<file path="src/rtl/instr_fetch_unit.sv">
// Instruction fetch: PC register, synchronous memory read, IR capture with valid/ready hand-off.
// Optional 1-entry prefetch buffer enabled by defining IF_PREFETCH_EN.
module instr_fetch_unit #(
   parameter int unsigned       ADDR_W   = 16,
   parameter logic [ADDR_W-1:0] RESET_PC = '0
) (
   input  logic              CLK,
   input  logic              Reset,
   output logic [ADDR_W-1:0] ma,
   output logic              MemRead,
   input  logic [15:0]       Mem_Out,
   output logic [15:0]       IR,
   output logic [3:0]        Opcode,
   output logic [ADDR_W-1:0] PC,
   output logic              IR_Valid,
   input  logic              IR_Ready,
   input  logic              Redirect,
   input  logic [ADDR_W-1:0] Redirect_Addr
);

   typedef enum logic [1:0] {StReq, StResp, StHold} state_e;

   localparam logic [ADDR_W-1:0] PcInc = ADDR_W'(1);

   state_e            state_q, state_d;
   logic [ADDR_W-1:0] fetch_pc_q, fetch_pc_d;
   logic [15:0]       ir_q, ir_d;
   logic [ADDR_W-1:0] pc_q, pc_d;
   logic              ir_valid_q, ir_valid_d;
   logic              mem_read;

`ifdef IF_PREFETCH_EN
   logic [15:0]       pb_q, pb_d;
   logic [ADDR_W-1:0] pb_pc_q, pb_pc_d;
   logic              pb_valid_q, pb_valid_d;
   logic              rd_pend_q, rd_pend_d;
   logic [ADDR_W-1:0] rd_pc_q, rd_pc_d;
`endif

   always_ff @(posedge CLK or posedge Reset) begin
      if (Reset) begin
         state_q    <= StReq;
         fetch_pc_q <= RESET_PC;
         ir_q       <= '0;
         pc_q       <= RESET_PC;
         ir_valid_q <= 1'b0;
`ifdef IF_PREFETCH_EN
         pb_q       <= '0;
         pb_pc_q    <= RESET_PC;
         pb_valid_q <= 1'b0;
         rd_pend_q  <= 1'b0;
         rd_pc_q    <= RESET_PC;
`endif
      end else begin
         state_q    <= state_d;
         fetch_pc_q <= fetch_pc_d;
         ir_q       <= ir_d;
         pc_q       <= pc_d;
         ir_valid_q <= ir_valid_d;
`ifdef IF_PREFETCH_EN
         pb_q       <= pb_d;
         pb_pc_q    <= pb_pc_d;
         pb_valid_q <= pb_valid_d;
         rd_pend_q  <= rd_pend_d;
         rd_pc_q    <= rd_pc_d;
`endif
      end
   end

   always_comb begin
      state_d    = state_q;
      fetch_pc_d = fetch_pc_q;
      ir_d       = ir_q;
      pc_d       = pc_q;
      ir_valid_d = ir_valid_q;
      mem_read   = 1'b0;
`ifdef IF_PREFETCH_EN
      pb_d       = pb_q;
      pb_pc_d    = pb_pc_q;
      pb_valid_d = pb_valid_q;
      rd_pend_d  = 1'b0;
      rd_pc_d    = rd_pc_q;
`endif

      unique case (state_q)
         StReq: begin
            mem_read = 1'b1;
            state_d  = StResp;
         end
         StResp: begin
            ir_d       = Mem_Out;
            pc_d       = fetch_pc_q;
            fetch_pc_d = fetch_pc_q + PcInc;
            ir_valid_d = 1'b1;
            state_d    = StHold;
         end
         StHold: begin
`ifdef IF_PREFETCH_EN
            // IR slot frees up when it is empty or being consumed; refill from PB,
            // else from the read returning this cycle, else the slot goes empty.
            if (!ir_valid_q || IR_Ready) begin
               if (pb_valid_q) begin
                  ir_d       = pb_q;
                  pc_d       = pb_pc_q;
                  ir_valid_d = 1'b1;
                  pb_valid_d = 1'b0;
               end else if (rd_pend_q) begin
                  ir_d       = Mem_Out;
                  pc_d       = rd_pc_q;
                  ir_valid_d = 1'b1;
               end else begin
                  ir_valid_d = 1'b0;
               end
            end else if (rd_pend_q) begin
               pb_d       = Mem_Out;
               pb_pc_d    = rd_pc_q;
               pb_valid_d = 1'b1;
            end
            if (!pb_valid_d) begin
               mem_read   = 1'b1;
               rd_pend_d  = 1'b1;
               rd_pc_d    = fetch_pc_q;
               fetch_pc_d = fetch_pc_q + PcInc;
            end
`else
            if (IR_Ready) begin
               ir_valid_d = 1'b0;
               state_d    = StReq;
            end
`endif
         end
         default: state_d = StReq;
      endcase

      // Redirect overrides everything; any in-flight response is dropped and IR is kept.
      if (Redirect) begin
         ir_d       = ir_q;
         pc_d       = pc_q;
         fetch_pc_d = Redirect_Addr;
         ir_valid_d = 1'b0;
         state_d    = StReq;
`ifdef IF_PREFETCH_EN
         pb_valid_d = 1'b0;
         rd_pend_d  = 1'b0;
`endif
      end
   end

   assign ma       = fetch_pc_q;
   assign MemRead  = mem_read & ~Reset;
   assign IR       = ir_q;
   assign Opcode   = ir_q[15:12];
   assign PC       = pc_q;
   assign IR_Valid = ir_valid_q;

endmodule

</file>
<file path="config.mk">
export PLATFORM = sky130hd
export DESIGN_NAME = instr_fetch_unit
export DESIGN_NICKNAME = d
export VERILOG_FILES = /design/src/rtl/instr_fetch_unit.sv
export SDC_FILE = /design/constraint.sdc
export NUM_CORES = 1
export LEC_CHECK = 0
export ABC_AREA = 1
export CAP_MARGIN = 20
export CORE_MARGIN = 2
export CORE_UTILIZATION = 40
export CTS_CLUSTER_DIAMETER = 60
export DETAILED_ROUTE_END_ITERATION = 8
export GPL_TIMING_DRIVEN = 0
export HOLD_SLACK_MARGIN = 0.08
export PLACE_DENSITY_LB_ADDON = 0.3
export SYNTH_ARGS = -nofsm -noshare
export SYNTH_HDL_FRONTEND = slang
export SYNTH_SLANG_ARGS = --single-unit
</file>
<file path="constraint.sdc">
create_clock -name CLK -period 1.3 [get_ports CLK]
set_input_delay 0.13 -clock CLK [delete_from_list [all_inputs] [get_ports CLK]]
set_output_delay 0.13 -clock CLK [all_outputs]
set_load 0.01 [all_outputs]
</file>
wires.png
Drawn at 4 px/um.
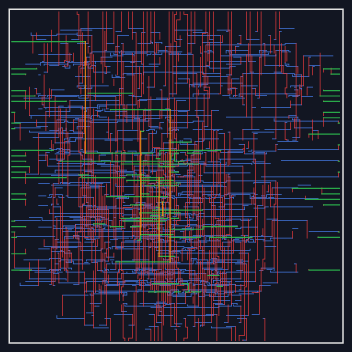
layer	color	wire length
metal 3	green	540 um
metal 4	orange	115 um
metal 1	blue	3200 um
metal 2	red	3860 um
global routing usage summed across all routing layers: 21.14%
number of vias after detailed routing: 2565
total detailed-routing wirelength: 7710 um
routed length per instance: 14.97 um

logic_types.png
Drawn at 4 px/um.
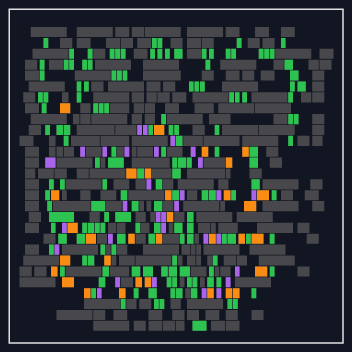
family	color	cells	most used
aoi and oai cells	orange	32	o21ai_1
inv cells	purple	31	inv_1
nand cells	green	151	nand2_1
share of cell area taken by multi-input logic gates: 27.20%
Final Non-Filler Cells: 515
leading cell type in the layout, fill and taps excluded: nand2_1

==> run notes <==
impl run done, here's what came out: Netlist cell types 27, TritonCTS clock tree built, top cell type by total area after synthesis dfrtp_1, fraction of power spent switching nets 34.36%, slew of the pin with the lowest slew margin 486.7 ps, crit path time final 1325 ps, total standard cell area after synthesis 0.002499 mm2, M3 GR Usage 4.672%, vias in the first global route 2359, number of cells on the worst reg-to-reg path 7, worst-path cell chain ha_4 > nand3_4 > nor2_4 > nand2_2 > nor2_2 > nand2_1 > nand3_1, core area 0.005991 mm2, placement-stage worst setup slack -139.0 ps, Fin. Hold Viols 0, area of the chip 0.006895 mm2, total power consumption of the routed design 0.005134 W, share of post-route cells with drive strength above 1 21.82%, type of the worst setup path reg -> reg, max-cap violations 0, largest net degree at the start of global routing 34, OpenROAD warning count 28, normalized max-slew margin 67.56%, unrepaired setup endpoints after global routing true, Initial Utilization 41.71%, P_comb 0.00194 W, cell count in the Yosys report 316, Synth Seq Share 51.08%, fill count 531, hold_ws 184.3 ps, M1 GR Usage 27.75%, Syn Inst Count 316, maximum root-to-sink buffer count 2, Die Height 83.04 um, Total Neg Setup Slack -50.48 ps, total internal power 0.003370 W, proportion of power drawn by flip-flops and latches 42.6%, power dissipated by switching net loads 0.001764 W, met2 track demand over resource 35.48%, detailed-route wire length on metal 1 3201 um, Adder Share, Synth 0.5008%, Worst EP required 1550 ps, top comb family, area simple AND/OR/NAND/NOR gates, Synth mux share 0%, number of pins with negative max-slew slack in the final report 0, post-route cell area 0.003951 mm2, FP Rows 28, Placed Cells 480, arrival time worst endpoint 1570 ps, Setup violations, final 4, Crit. path cell count 7, initial antenna violation count 0, power density over cell area 1299 mW/mm2, post-detailed-route via-to-cell ratio 4.981, dominant register cell dfrtp_1, CP Max Fanout 7, result of the run finished, violations left, simple-gate share of the synthesized area 30.45%, grt peak-use layer met2, sequential-cell power consumption 0.00219 W, leakage dissipation 1.990 nW, Top Consumer registers, class of the tightest hold or removal check in -> async, Remaining Overflow, GRT 0, Total Nets Final 476, met3 routed wirelength 539 um, most common logic cells in the final layout nand2_1 (103), dlygate4sd2_1 (49), dfrtp_1 (46), smallest setup slack after layout -24.83 ps, Gate power share 37.9%, delay of the slowest cell on the worst path 420 ps, flip-flop and latch area 0.001282 mm2, Critical path buffers and inverters 0, leading post-synthesis cells by cell area dfrtp_1 (51%), nand2_1 (17%), nand3_1 (5.2%), number of buffers added to fix hold violations after cts 0, total of flip-flops plus latches after synthesis 51, Compound Share, Synth 7.812%, count of H-tree levels built during CTS 2, diodes inserted 0, width of the chip 83.04 um, post-placement cell area 0.003498 mm2, Max Freq 754.8 MHz, violations in the final reports negative setup slack, Synth Area per Inst 7.907 um2, Post-synth top cells nand2_1 (114), dfrtp_1 (51), inv_1 (28), Final Cycle Share 101.9%
io_fan.png
Drawn at 6 px/um.
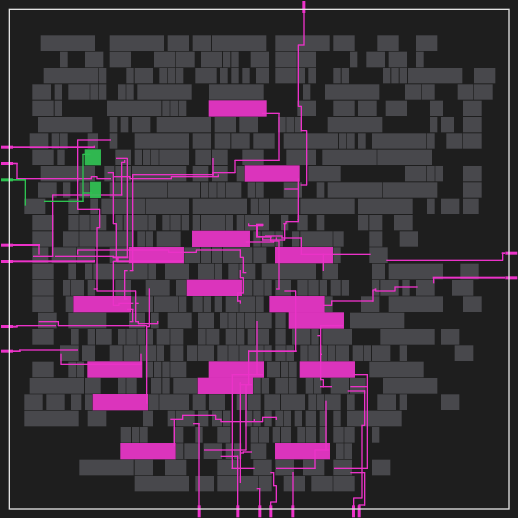
port	color	bits	direction	edge	end cells	buffers	wire
IR_Ready	green	1	input	west	2	1	23.1 um
ma	magenta	16	output	7 south, 6 west, 2 east, 1 north	16	21	815 um
I/O pins: 90
count of buffers from port buffering: 88

clocks.png
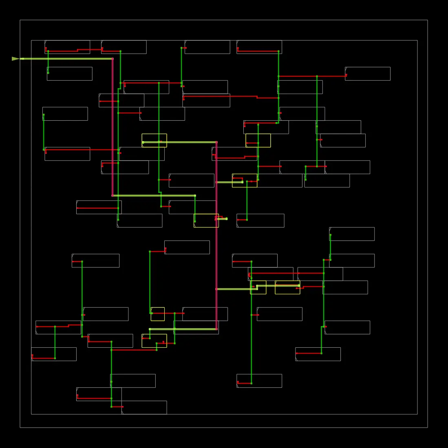
Fin Clk Skew: 16.21 ps
clock sink count: 51
number of sequential storage elements: 51
TritonCTS Buffers: 5

-- final timing paths --
check	startpoint	end	slack [ps]
worst max-delay path	ma[0]	ma[12]	-20
worst min-delay path	Reset	PC[2]	180
worst max register to register	ma[0]	ma[12]	-20
worst min register to register	PC[14]	PC[14]	480
max in group asynchronous	Reset	ma[7]	590
min in group CLK	Redirect	IR_Valid	230
-- cell type report --
type	instances	area share, %
sequential	51	32.46
timing repair buffer	116	28.09
multi-input combinational	217	27.20
buffer	17	4.338
inverter	31	3.040
tap	75	2.375
clock buffer	6	2.090
clock inverter	2	0.4117
-- what timing repair did --
item                                    in CTS  in global routing
resized                                     65                 52
setup buffers                               12                 11
cloned                                       0                  4
pin swaps                                    1                  9
endpoints found under the setup margin      60                 36
Power and IR drop assume default switching activity.
